<file path="src/rtl/mux_arb_pkg.sv">
// rtl/mux_arb_pkg.sv - shared constants, FSM state type and grant-to-select mapping
package mux_arb_pkg;

  localparam int NUM_REQ = 4;
  localparam int SEL_W   = 2;

  typedef enum logic {IDLE, BUSY} state_t;

  // One-hot grant to {address1,address0}; an all-zero grant maps to 00.
  function automatic logic [SEL_W-1:0] grant_to_sel(input logic [NUM_REQ-1:0] g);
    logic [SEL_W-1:0] sel;
    sel = '0;
    for (int i = 0; i < NUM_REQ; i++) begin
      if (g[i]) sel = sel | SEL_W'(i);
    end
    return sel;
  endfunction

endpackage

</file>
<file path="src/rtl/mux_rr_arbiter_if.sv">
// rtl/mux_rr_arbiter_if.sv - request/grant bundle between requesters and the arbiter
interface mux_rr_arbiter_if;
  import mux_arb_pkg::*;

  logic [NUM_REQ-1:0] req;
  logic               enable;
  logic [NUM_REQ-1:0] grant;
  logic               address0;
  logic               address1;
  logic               valid;
  logic [7:0]         hold_cnt;

  modport master (
    input  req, enable,
    output grant, address0, address1, valid, hold_cnt
  );

  modport slave (
    output req, enable,
    input  grant, address0, address1, valid, hold_cnt
  );

endinterface

</file>
<file path="src/rtl/rr_pick.sv">
// rtl/rr_pick.sv - combinational round-robin winner search starting at ptr
module rr_pick
  import mux_arb_pkg::*;
(
  input  logic [NUM_REQ-1:0] req,
  input  logic [SEL_W-1:0]   ptr,
  output logic [NUM_REQ-1:0] winner,
  output logic               any
);

  // Scan from the farthest slot back to ptr so the nearest request wins last.
  always_comb begin
    winner = '0;
    for (int k = NUM_REQ - 1; k >= 0; k--) begin
      if (req[ptr + SEL_W'(k)]) winner = NUM_REQ'(1) << (ptr + SEL_W'(k));
    end
  end

  assign any = |req;

endmodule

</file>
<file path="src/rtl/mux_rr_arbiter.sv">
// rtl/mux_rr_arbiter.sv - round-robin owner of the 4:1 mux select lines with hold limit
module mux_rr_arbiter
  import mux_arb_pkg::*;
#(
  parameter int MAX_HOLD = 8
) (
  input logic              clk,
  input logic              reset_n,
  mux_rr_arbiter_if.master bus
);

  state_t             state, state_nx;
  logic [SEL_W-1:0]   ptr, ptr_nx, owner, pick_ptr, sel_q;
  logic [NUM_REQ-1:0] grant_q, grant_nx, winner;
  logic [7:0]         hold_q, hold_nx;
  logic               valid_q, any, expire;

  assign owner    = grant_to_sel(grant_q);
  // On release the search already starts past the owner, so the owner is considered last.
  assign pick_ptr = (state == BUSY) ? owner + SEL_W'(1) : ptr;
  assign expire   = !bus.req[owner] || (hold_q == 8'(MAX_HOLD - 1));

  rr_pick u_pick (
    .req    (bus.req),
    .ptr    (pick_ptr),
    .winner (winner),
    .any    (any)
  );

  always_comb begin
    state_nx = state;
    ptr_nx   = ptr;
    grant_nx = grant_q;
    hold_nx  = hold_q;
    case (state)
      IDLE: begin
        if (bus.enable && any) begin
          state_nx = BUSY;
          grant_nx = winner;
          hold_nx  = '0;
        end
      end
      BUSY: begin
        if (expire) begin
          ptr_nx  = owner + SEL_W'(1);
          hold_nx = '0;
          if (bus.enable && any) begin
            grant_nx = winner;
          end else begin
            state_nx = IDLE;
            grant_nx = '0;
          end
        end else begin
          hold_nx = hold_q + 8'd1;
        end
      end
      default: begin
        state_nx = IDLE;
        grant_nx = '0;
        hold_nx  = '0;
      end
    endcase
  end

  always_ff @(posedge clk or negedge reset_n) begin
    if (!reset_n) begin
      state   <= IDLE;
      ptr     <= '0;
      grant_q <= '0;
      hold_q  <= '0;
      sel_q   <= '0;
      valid_q <= 1'b0;
    end else begin
      state   <= state_nx;
      ptr     <= ptr_nx;
      grant_q <= grant_nx;
      hold_q  <= hold_nx;
      sel_q   <= grant_to_sel(grant_nx);
      valid_q <= |grant_nx;
    end
  end

  assign bus.grant    = grant_q;
  assign bus.address0 = sel_q[0];
  assign bus.address1 = sel_q[1];
  assign bus.valid    = valid_q;
  assign bus.hold_cnt = hold_q;

endmodule

</file>
<file path="src/flat_wrapper.sv">
// flat-port wrapper written by rule: the top's interface ports become plain ports
module mux_rr_arbiter_flat import mux_arb_pkg::*;
#(
  parameter int MAX_HOLD = 8
)
  (clk, reset_n, bus_req, bus_enable, bus_grant, bus_address0, bus_address1, bus_valid, bus_hold_cnt);
  mux_rr_arbiter_if bus_i ();
  input logic clk;
  input logic reset_n;
  input wire logic [$bits(bus_i.req)-1:0] bus_req;
  input wire logic [$bits(bus_i.enable)-1:0] bus_enable;
  output wire logic [$bits(bus_i.grant)-1:0] bus_grant;
  output wire logic [$bits(bus_i.address0)-1:0] bus_address0;
  output wire logic [$bits(bus_i.address1)-1:0] bus_address1;
  output wire logic [$bits(bus_i.valid)-1:0] bus_valid;
  output wire logic [$bits(bus_i.hold_cnt)-1:0] bus_hold_cnt;
  assign bus_i.req = bus_req;
  assign bus_i.enable = bus_enable;
  assign bus_grant = bus_i.grant;
  assign bus_address0 = bus_i.address0;
  assign bus_address1 = bus_i.address1;
  assign bus_valid = bus_i.valid;
  assign bus_hold_cnt = bus_i.hold_cnt;
  mux_rr_arbiter #(.MAX_HOLD(MAX_HOLD)) u_core (.clk(clk), .reset_n(reset_n), .bus(bus_i));
endmodule
</file>
<file path="config.mk">
export PLATFORM = sky130hd
export DESIGN_NAME = mux_rr_arbiter_flat
export DESIGN_NICKNAME = d
export VERILOG_FILES = /design/src/rtl/mux_arb_pkg.sv /design/src/rtl/mux_rr_arbiter_if.sv /design/src/rtl/rr_pick.sv /design/src/rtl/mux_rr_arbiter.sv /design/src/flat_wrapper.sv
export SDC_FILE = /design/constraint.sdc
export NUM_CORES = 1
export LEC_CHECK = 0
export ABC_AREA = 1
export CAP_MARGIN = 10
export CORE_MARGIN = 10
export CORE_UTILIZATION = 50
export DETAILED_ROUTE_END_ITERATION = 8
export PLACE_DENSITY = 0.75
export RECOVER_POWER = 25
export SYNTH_ARGS = -nofsm -noshare
export SYNTH_HDL_FRONTEND = slang
export SYNTH_HIERARCHICAL = 1
export SYNTH_SLANG_ARGS = --single-unit
</file>
<file path="constraint.sdc">
create_clock -name clk -period 4.55 [get_ports clk]
set_input_delay 0.91 -clock clk [delete_from_list [all_inputs] [get_ports clk]]
set_output_delay 0.91 -clock clk [all_outputs]
set_load 0.1 [all_outputs]
</file>
Figure 1. Ports around the boundary (run 1).
Pins as bars across the die edge, other pins in gray.
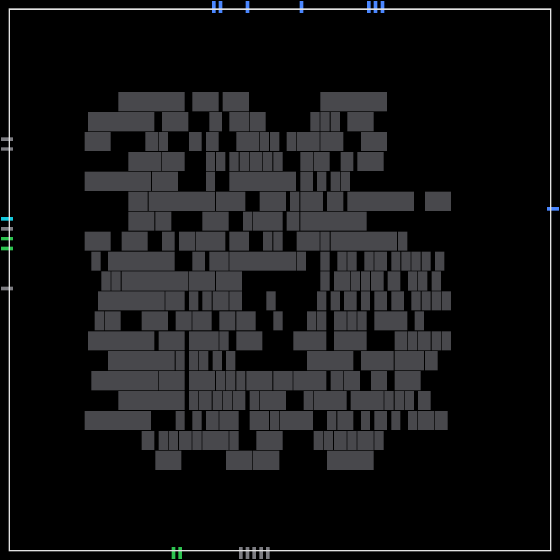
Key: blue = bus_hold_cnt [pins 8, direction output, edge 7 top, 1 right]; cyan = bus_address0 [pins 1, direction output, edge left]; green = bus_grant [pins 4, direction output, edge 2 left, 2 bottom]
All pins by edge: 7 left, 7 bottom, 7 top, 1 right.
Chip Height: 73.7 um
I/O Buffers: 21
die width: 73.7 um

Figure 2. Logic cells by family (run 1).
Scale bar: 20 um.
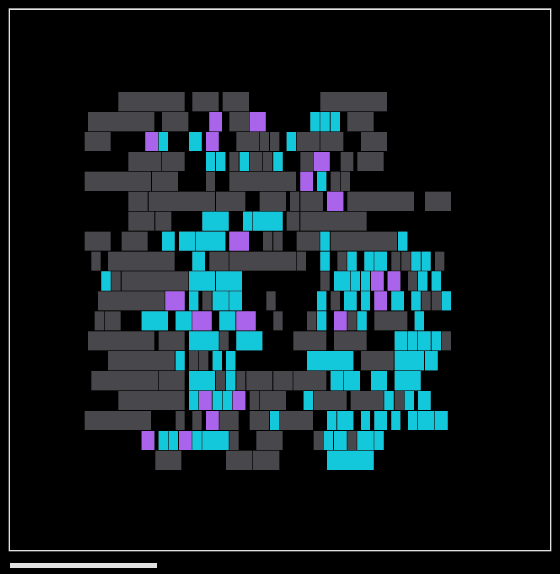
Key: cyan = nand cells [cells 92, most used nand2_1]; purple = aoi and oai cells [cells 20, most used o21ai_0]
final cell count without fillers: 251
Top cell excl fill/tap: nand2_1
combinational share of cell area: 49.7%

Figure 3. Sequential cells grouped by signal name (run 1).
Scale bar: 20 um. Other sequential cells in the stronger gray, the rest of the logic in the fainter gray.
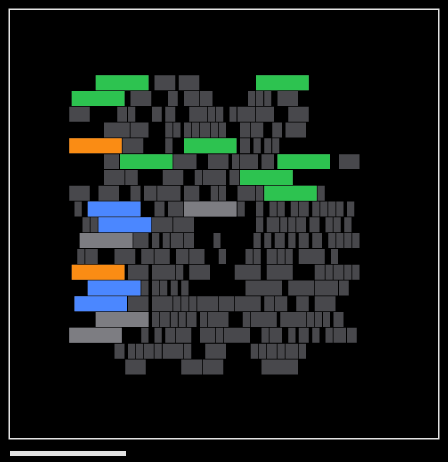
Key: green = u_core/bus.hold_cnt [placed flops 8]; orange = u_core/sel_q [placed flops 2]; blue = u_core/bus.grant [placed flops 4, where left middle]
post-layout util: 62.3%

==> reports/results.ini, run 1 <==
[status]
status = complete, no violations

[floorplanning]
rows = 19

[synthesis]
synth_cells = 195
avgSynthCellArea_um2 = 7.40
ys_types = 25
ys_ff = 18

[critical_path]
reg2reg_depth = 20
crit_start = u_core/bus.grant[3]$_DFF_PN0_
crit_top_cell = inv_1
r2r_start = u_core/bus.grant[3]$_DFF_PN0_
cp-end-kind = flop
path_class = reg2reg
arrival_ps = 3300

[place]
place_ws_ps = 1430
dp.cells = 248
gp_congestion = 0.846

[cts]
root_buffer = clkbuf_4
cts_tree = done
cts_setup_buffers = 0

[timing]
setup_viol_count_final = 0
max_freq_mhz = 320
tns_ps = 0
slew_headroom_pct = 33.6

[final_layout]
nFillCells = 255
seq_area_um2 = 450
postLayoutCellArea_um2 = 1720

[flow_run]
warning_count = 33

[detailed_routing]
ant_nets = 0
wire_per_inst_um = 13.1

[global_routing]
grt_pass1_vias = 1290

[run 1: routing by layer]
metal	up-vias	wire length, um	track usage, %
met1	565	1440	15.7
met4	0	55	4.35
met2	38	1600	22.1
met3	7	189	3.63
li1	681	-	-
met5	-	0	0
[run 1: cell families after synthesis]
group                      after synthesis  share of synthesized area [%]
AOI/OAI and AO/OA                       21                           8.50
xor gates and xnor gates                 5                           3.04
adders and majority gates                9                           7.81
buffers and inverters                   34                           9.54
DFF                                     18                           31.2
and+or+nand+nor                        108                           39.9
[run 1: layout make-up]
class / count / share of cell area [%]
Multi-Input combinational cell: 143 / 49.7
Sequential cell: 18 / 26.2
Timing Repair Buffer: 23 / 13.1
Inverter: 33 / 7.36
Tap cell: 31 / 2.26
Clock buffer: 3 / 1.31
[run 1: how the worst min path moves through the flow]
stage / from / end
floorplan: u_core/ptr[0]$_DFFE_PN0P_ / u_core/ptr[0]$_DFFE_PN0P_
global placement: u_core/ptr[0]$_DFFE_PN0P_ / u_core/ptr[0]$_DFFE_PN0P_
detailed placement: u_core/ptr[0]$_DFFE_PN0P_ / u_core/ptr[0]$_DFFE_PN0P_
CTS: u_core/ptr[0]$_DFFE_PN0P_ / u_core/ptr[0]$_DFFE_PN0P_
global route: u_core/ptr[0]$_DFFE_PN0P_ / u_core/ptr[0]$_DFFE_PN0P_
finish: u_core/ptr[0]$_DFFE_PN0P_ / u_core/ptr[0]$_DFFE_PN0P_
[run 1: synthesized netlist by cell type, drive strengths merged]
master	count
nor3	4
dfrtp	18
o22ai	3
xor2	5
a22o	1
inv	29
o21ai	13
a22oi	4
nand2	63
nand4	4
clkinv	4
nor2	10
ha	9
or4	1
or2	1
buf	1
nand3	25
[run 1: worst max-delay path, delay by kind of cell (launching register included)]
family | cells | cell delay, ps
compound gates | 4 | 700
fa+ha+maj | 1 | 350
buf+inv | 7 | 660
flops | 1 | 440
simple gates | 8 | 870
[run 1: registers in the layout (all words and copies together), names as in the netlist]
name and cells:
u_core/sel_q 2, u_core/bus.hold_cnt 8, u_core/bus.grant 4, u_core/bus.valid 1
u_core/state 1, u_core/ptr 2
[run 1: cell usage in the layout, fill, tap and decap left out]
cell type / synthesis / layout
o22ai_1: 3 / 3
nand2_2: 6 / 6
o21ai_0: 11 / 11
clkbuf_4: 0 / 3
a22o_1: 1 / 1
buf_4: 0 / 2
nand4_1: 4 / 4
xor2_1: 5 / 5
inv_1: 26 / 26
inv_4: 1 / 1
nand2_4: 4 / 4
nand3_4: 2 / 2
clkinv_1: 4 / 4
dfrtp_1: 18 / 18
o21ai_1: 2 / 2
ha_1: 9 / 9
inv_2: 2 / 2
nor2_4: 1 / 1
nand3_1: 15 / 15
clkdlybuf4s50_1: 0 / 20
or4_1: 1 / 1
dlygate4sd3_1: 0 / 1
nand3_2: 8 / 8
a22oi_1: 4 / 4
nor2_1: 9 / 9
nand2_1: 53 / 53
or2_1: 1 / 1
nor3_1: 4 / 4
Figure 4. Wiring by layer (run 1).
Only two layers are drawn.
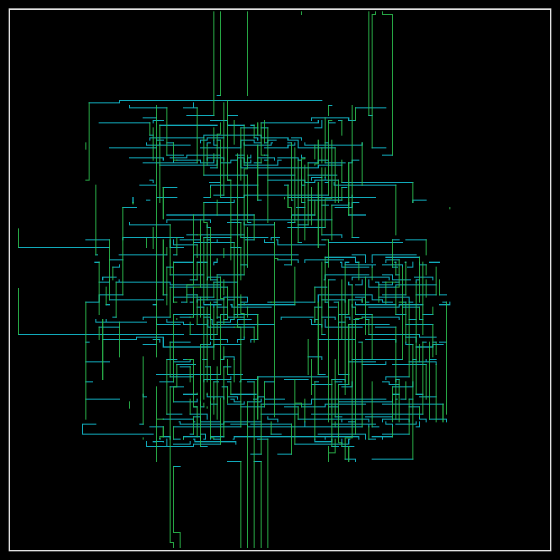

## Run 2: what changed since run 1
==> constraint.sdc (replaced) <==
create_clock -name clk -period 3.2 [get_ports clk]
set_input_delay 0.64 -clock clk [delete_from_list [all_inputs] [get_ports clk]]
set_output_delay 0.64 -clock clk [all_outputs]
set_load 0.1 [all_outputs]
Figure 5. Wiring by layer (run 2).
Only two layers are drawn.
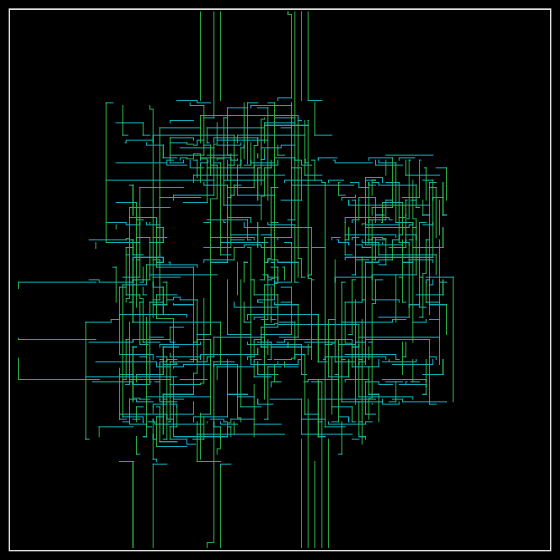
Key: green = metal 2 [wire length 1820 um]; cyan = metal 1 [wire length 1410 um]
Total GRT Usage: 13.1%
WL per Instance: 13.5 um
Vias: 1335
WL final: 3.42 mm

Figure 6. Logic cells by family (run 2).
Scale bar: 20 um.
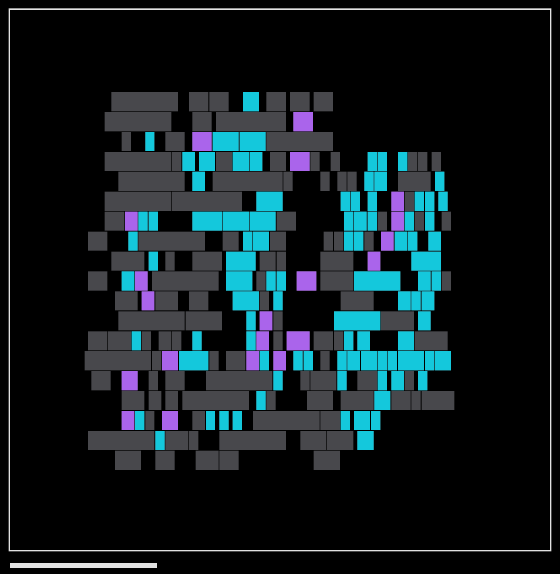
Key: cyan = nand cells [cells 92, most used nand2_1]; purple = aoi and oai cells [cells 20, most used o21ai_0]
final cell count without fillers: 253
combinational share of cell area: 50.4%

Figure 7. Ports around the boundary (run 2).
Pins as bars across the die edge, other pins in gray.
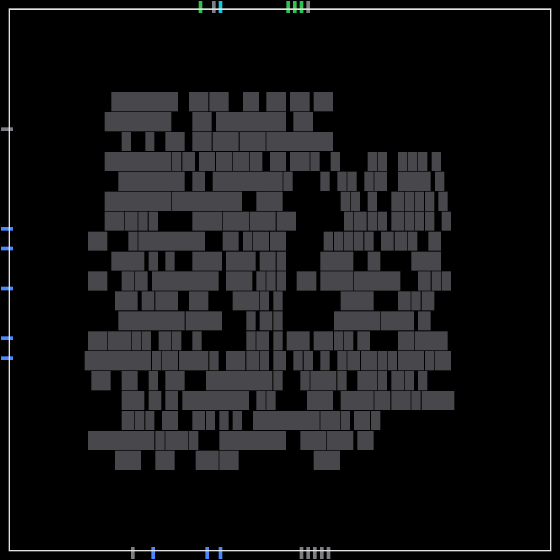
Key: green = bus_grant [pins 4, direction output, edge top]; blue = bus_hold_cnt [pins 8, direction output, edge 5 left, 3 bottom]; cyan = bus_address0 [pins 1, direction output, edge top]
All pins by edge: 9 bottom, 7 top, 6 left.

==> run 2 against run 1 <==
Effect of this change: fmax grew 9.3%; final area is essentially flat; flip-flop count is the same; global-route usage is essentially flat; clock skew shrank 6.5 ps; count of clock-buffer cells in the layout grew 1; non-clock buffer count grew 1; utilization is essentially flat; critical endpoint unchanged.
==> reports/results.ini, run 2 <==
[synthesis]
ys_ff = 18
synth-area-yosys_um2 = 1440
ys_cells = 195
synthArstFlopShare_pct = 100
most_common_cell = nand2_1
ys_top_cells_by_count = nand2_1 (53), inv_1 (26), dfrtp_1 (18)
ys.flop_type = dfrtp_1
synth-edff-count = 0
avgSynthCellArea_um2 = 7.40
synth_cells = 195
ys_types = 25

[critical_path]
arrival_ps = 3050
crit_top_cell = nand2_1
path_class = reg2reg
slowest_delay_ps = 590
crit_chain = inv_4 > o21ai_1 > inv_2 > ha_1 > inv_1 > nand3_2 > nand2_2 > nand2_1 > clkinv_1 > nand2_1 > nand2_1 > nand2_1 > inv_1 > nor2_1 > a22oi_1 > nand3_2 > or2_1
worst_setup_path_start_kind = flop
required_ps = 3390
cp-end-kind = flop

[place]
io_buffers = 21
dp.cells = 249
gp_congestion = 0.892

[timing]
report.final.slew_viol_count = 0
max_freq_mhz = 349
setup_viol_count_final = 0
tns_ps = 0
slew_headroom_pct = 47.8
layout_min_cycle_time_ps = 2860

[final_layout]
largest_reg_flops = 8
final_common_cell = nand2_1
mostFrequentLayoutCells = nand2_1 (53), inv_1 (25), buf_4 (18)

[detailed_routing]
ant_nets = 0
drt-pass1-iter-count = 4

[floorplanning]
die_h_um = 73.7
core_um2 = 2760
rows = 19
die_width_um = 73.7
ios = 22

[global_routing]
grt_pass1_vias = 1384
overflow = 0

[cts]
root_buffer = clkbuf_4
cts_resized = 0
clk_pin_slew_worst_paths_ps = 100
cts_tree = done
cts_setup_buffers = 0

[flow_run]
warning_count = 33

[status]
status = complete, no violations

-- run 2: cell types whose count changed in the layout (fill, tap and decap cells not counted), moves of 2 or more --
| cell | before | now |
|---|---|---|
| dfrtp_1 | 18 | 15 |
| buf_4 | 2 | 18 |
| dfrtp_2 | 0 | 3 |
| nor2_1 | 9 | 6 |
| nor2_2 | 0 | 3 |
| o21ai_0 | 11 | 8 |
| o21ai_1 | 2 | 4 |
| clkdlybuf4s50_1 | 20 | 5 |
-- run 2: final timing paths --
check	depth (start not counted)	endpoint	startpoint
setup reg to reg	17	u_core/sel_q[1]$_DFF_PN0_	u_core/state$_DFF_PN0_
hold reg to reg	2	u_core/ptr[0]$_DFFE_PN0P_	u_core/ptr[0]$_DFFE_PN0P_
max in group asynchronous	1	u_core/bus.grant[1]$_DFF_PN0_	reset_n
setup / recovery	17	u_core/sel_q[1]$_DFF_PN0_	u_core/state$_DFF_PN0_
hold / removal	2	u_core/ptr[0]$_DFFE_PN0P_	u_core/ptr[0]$_DFFE_PN0P_
min in group asynchronous	1	u_core/bus.hold_cnt[4]$_DFFE_PN0P_	reset_n
-- run 2: worst max-delay path: cells and delay by family, from the launching register on --
kind | cells | cell delay, ps
and+or+nand+nor | 9 | 860
DFF | 1 | 590
AOI/OAI and AO/OA | 2 | 590
buffers and inverters | 5 | 400
adders and majority gates | 1 | 330
-- run 2: per-stage QoR --
stage / hold WS [ps] / util, % / area [um2] / worst slack, ps
3_3_place_gp: 473 / 60.7 / 1670 / 410
2_1_floorplan: 344 / - / 1450 / 76.1
5_1_grt: 545 / 62.3 / 1720 / 28.9
6_report: 512 / 62.3 / 1720 / 337
4_1_cts: 509 / 62.0 / 1710 / 279
3_5_place_dp: 484 / 60.7 / 1670 / 276
-- run 2: logic make-up after synthesis --
family | Yosys count | synth area share [%]
AOI/OAI and AO/OA | 21 | 8.50
xor gates and xnor gates | 5 | 3.04
adders and majority gates | 9 | 7.81
buffers and inverters | 34 | 9.54
DFF | 18 | 31.2
and+or+nand+nor | 108 | 39.9
-- run 2: per-layer routing --
layer,up-vias,part of all wire (%),track usage (%)
li1,683,-,-
met1,613,41,13.9
met2,31,53,24.2
met3,8,3.0,1.75
met4,0,2.5,7.04
met5,-,0,0
-- run 2: area by class of cell --
cell class | instances | area [um2]
Multi-Input combinational cell | 143 | 866
Timing Repair Buffer | 24 | 195
Fill cell | 251 | 1040
Tap cell | 31 | 38.8
Clock buffer | 4 | 36.3
Sequential cell | 18 | 454
Inverter | 33 | 126
## Run 3: what changed since run 2
--- a/config.mk
+++ b/config.mk
@@ -12,6 +12,7 @@
 export DETAILED_ROUTE_END_ITERATION = 8
 export PLACE_DENSITY = 0.75
 export RECOVER_POWER = 25
+export SLEW_MARGIN = 20
 export SYNTH_ARGS = -nofsm -noshare
 export SYNTH_HDL_FRONTEND = slang
 export SYNTH_HIERARCHICAL = 1
Figure 8. Wiring by layer (run 3).
Only two layers are drawn.
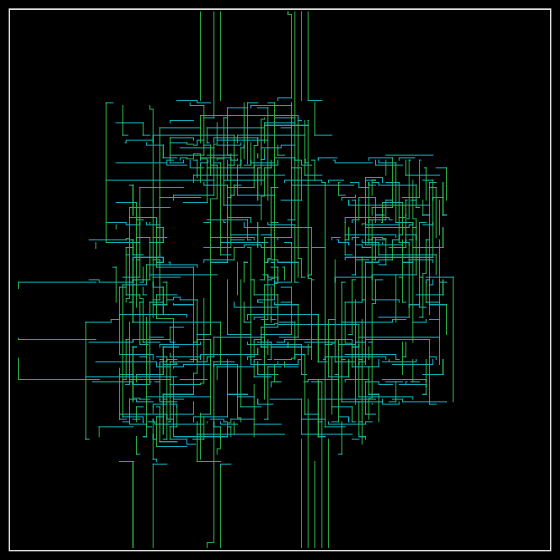
Key: green = metal 2 [wire length 1820 um]; cyan = metal 1 [wire length 1410 um]

Figure 9. Sequential cells grouped by signal name (run 3).
Scale bar: 20 um. Other sequential cells in the stronger gray, the rest of the logic in the fainter gray.
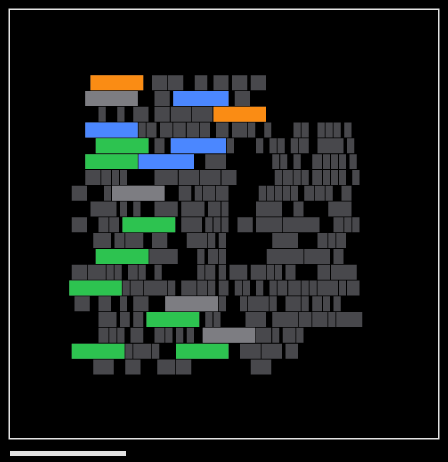
Key: orange = u_core/sel_q [placed flops 2]; blue = u_core/bus.grant [placed flops 4]; green = u_core/bus.hold_cnt [placed flops 8]
Another 4 sequential cells are not colored.
flop share of the area: 26.5%

Figure 10. Ports around the boundary (run 3).
Pins as bars across the die edge, other pins in gray.
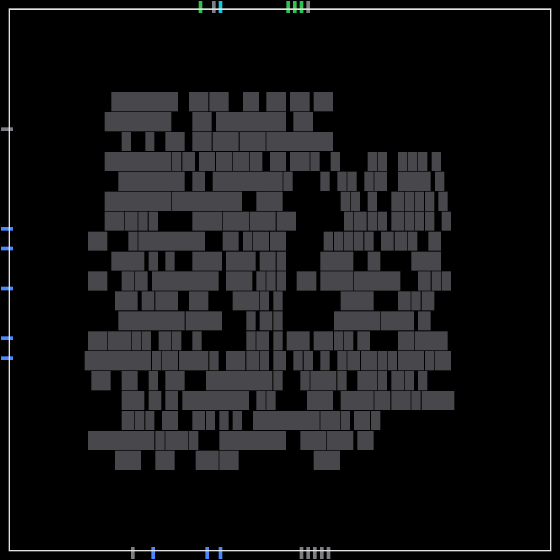
Key: blue = bus_hold_cnt [pins 8, direction output, edge 5 left, 3 bottom]; green = bus_grant [pins 4, direction output, edge top]; cyan = bus_address0 [pins 1, direction output, edge top]
All pins by edge: 9 bottom, 7 top, 6 left.

==> run 3 against run 2 <==
Effect of this change: count of clock-buffer cells in the layout is the same; critical path depth unchanged; area after synthesis unchanged; wire length unchanged; hold slack stayed put; die area unchanged; non-clock buffer count unchanged; synthesized cell count unchanged; global-route usage is the same; critical endpoint unchanged.
==> reports/results.ini, run 3 <==
[status]
status = complete, no violations

[floorplanning]
rows = 19
core_um2 = 2760
die_width_um = 73.7
ios = 22

[final_layout]
nFillCells = 251
seq_area_um2 = 454
stdcell_count = 253
logic_area_um2 = 866
largest_reg_flops = 8

[detailed_routing]
drt_wl_total_mm = 3.42
via_count = 1335
wl_met3_um = 102
routed.top_layer = met4
ant_nets = 0
drt-pass1-iter-count = 4

[critical_path]
arrival_ps = 3050
worst_setup_path_start_kind = flop
crit_chain = inv_4 > o21ai_1 > inv_2 > ha_1 > inv_1 > nand3_2 > nand2_2 > nand2_1 > clkinv_1 > nand2_1 > nand2_1 > nand2_1 > inv_1 > nor2_1 > a22oi_1 > nand3_2 > or2_1
path_class = reg2reg
crit_top_cell = nand2_1
cp-end-kind = flop

[timing]
report.final.slew_viol_count = 0
max_freq_mhz = 349
hold-worst-slack_ps = 512
layout_min_cycle_time_ps = 2860
tns_ps = 0
setup_viol_count_final = 0
slew_headroom_pct = 47.8

[synthesis]
most_common_cell = nand2_1
ys_cells = 195
synth-edff-count = 0
ys_ff = 18
ys.flop_type = dfrtp_1
avgSynthCellArea_um2 = 7.40
ys_types = 25
synth-area-yosys_um2 = 1440

[place]
io_buffers = 21
dp.cells = 249
place_ws_ps = 276

[global_routing]
track_usage_pct = 13.1

[cts]
cts_resized = 0

[flow_run]
warning_count = 33

## run 3: critical path, delay by kind of cell (launching register included)
kind	cells	cell delay, ps
AOI/OAI and AO/OA	2	590
adders and majority gates	1	330
and+or+nand+nor	9	860
buffers and inverters	5	400
DFF	1	590
## run 3: metal layers
layer	vias up	track usage, %
met5	-	0
met4	0	7.04
met3	8	1.75
met2	31	24.2
met1	613	13.9
li1	683	-
## run 3: final timing paths
check                                                from                                  to  slack, ps  cells after the start
worst max-delay path               u_core/state$_DFF_PN0_           u_core/sel_q[1]$_DFF_PN0_        340                     17
worst min-delay path            u_core/ptr[0]$_DFFE_PN0P_           u_core/ptr[0]$_DFFE_PN0P_        510                      2
worst max register to register     u_core/state$_DFF_PN0_           u_core/sel_q[1]$_DFF_PN0_        340                     17
worst min register to register  u_core/ptr[0]$_DFFE_PN0P_           u_core/ptr[0]$_DFFE_PN0P_        510                      2
max in group asynchronous                         reset_n       u_core/bus.grant[1]$_DFF_PN0_       1810                      1
min in group asynchronous                         reset_n  u_core/bus.hold_cnt[4]$_DFFE_PN0P_        850                      1
## run 3: stage by stage
stage / area (um2) / util, %
2_1_floorplan: 1450 / -
3_3_place_gp: 1670 / 60.7
3_5_place_dp: 1670 / 60.7
4_1_cts: 1710 / 62.0
5_1_grt: 1720 / 62.3
6_report: 1720 / 62.3
## run 3: kinds of logic after synthesis
kind of cell / after synthesis / synth area share, %
AND/OR/NAND/NOR: 108 / 39.9
buffers and inverters: 34 / 9.54
AND-OR/OR-AND: 21 / 8.50
flip-flops: 18 / 31.2
adder cells (fa/ha/maj): 9 / 7.81
XOR/XNOR: 5 / 3.04
## run 3: area by class of cell
class | instances | area share [%]
multi-input cells | 143 | 50.4
well taps | 31 | 2.26
flip-flops and latches | 18 | 26.5
repair buffers | 24 | 11.4
clock buffers | 4 | 2.11
inverters | 33 | 7.36
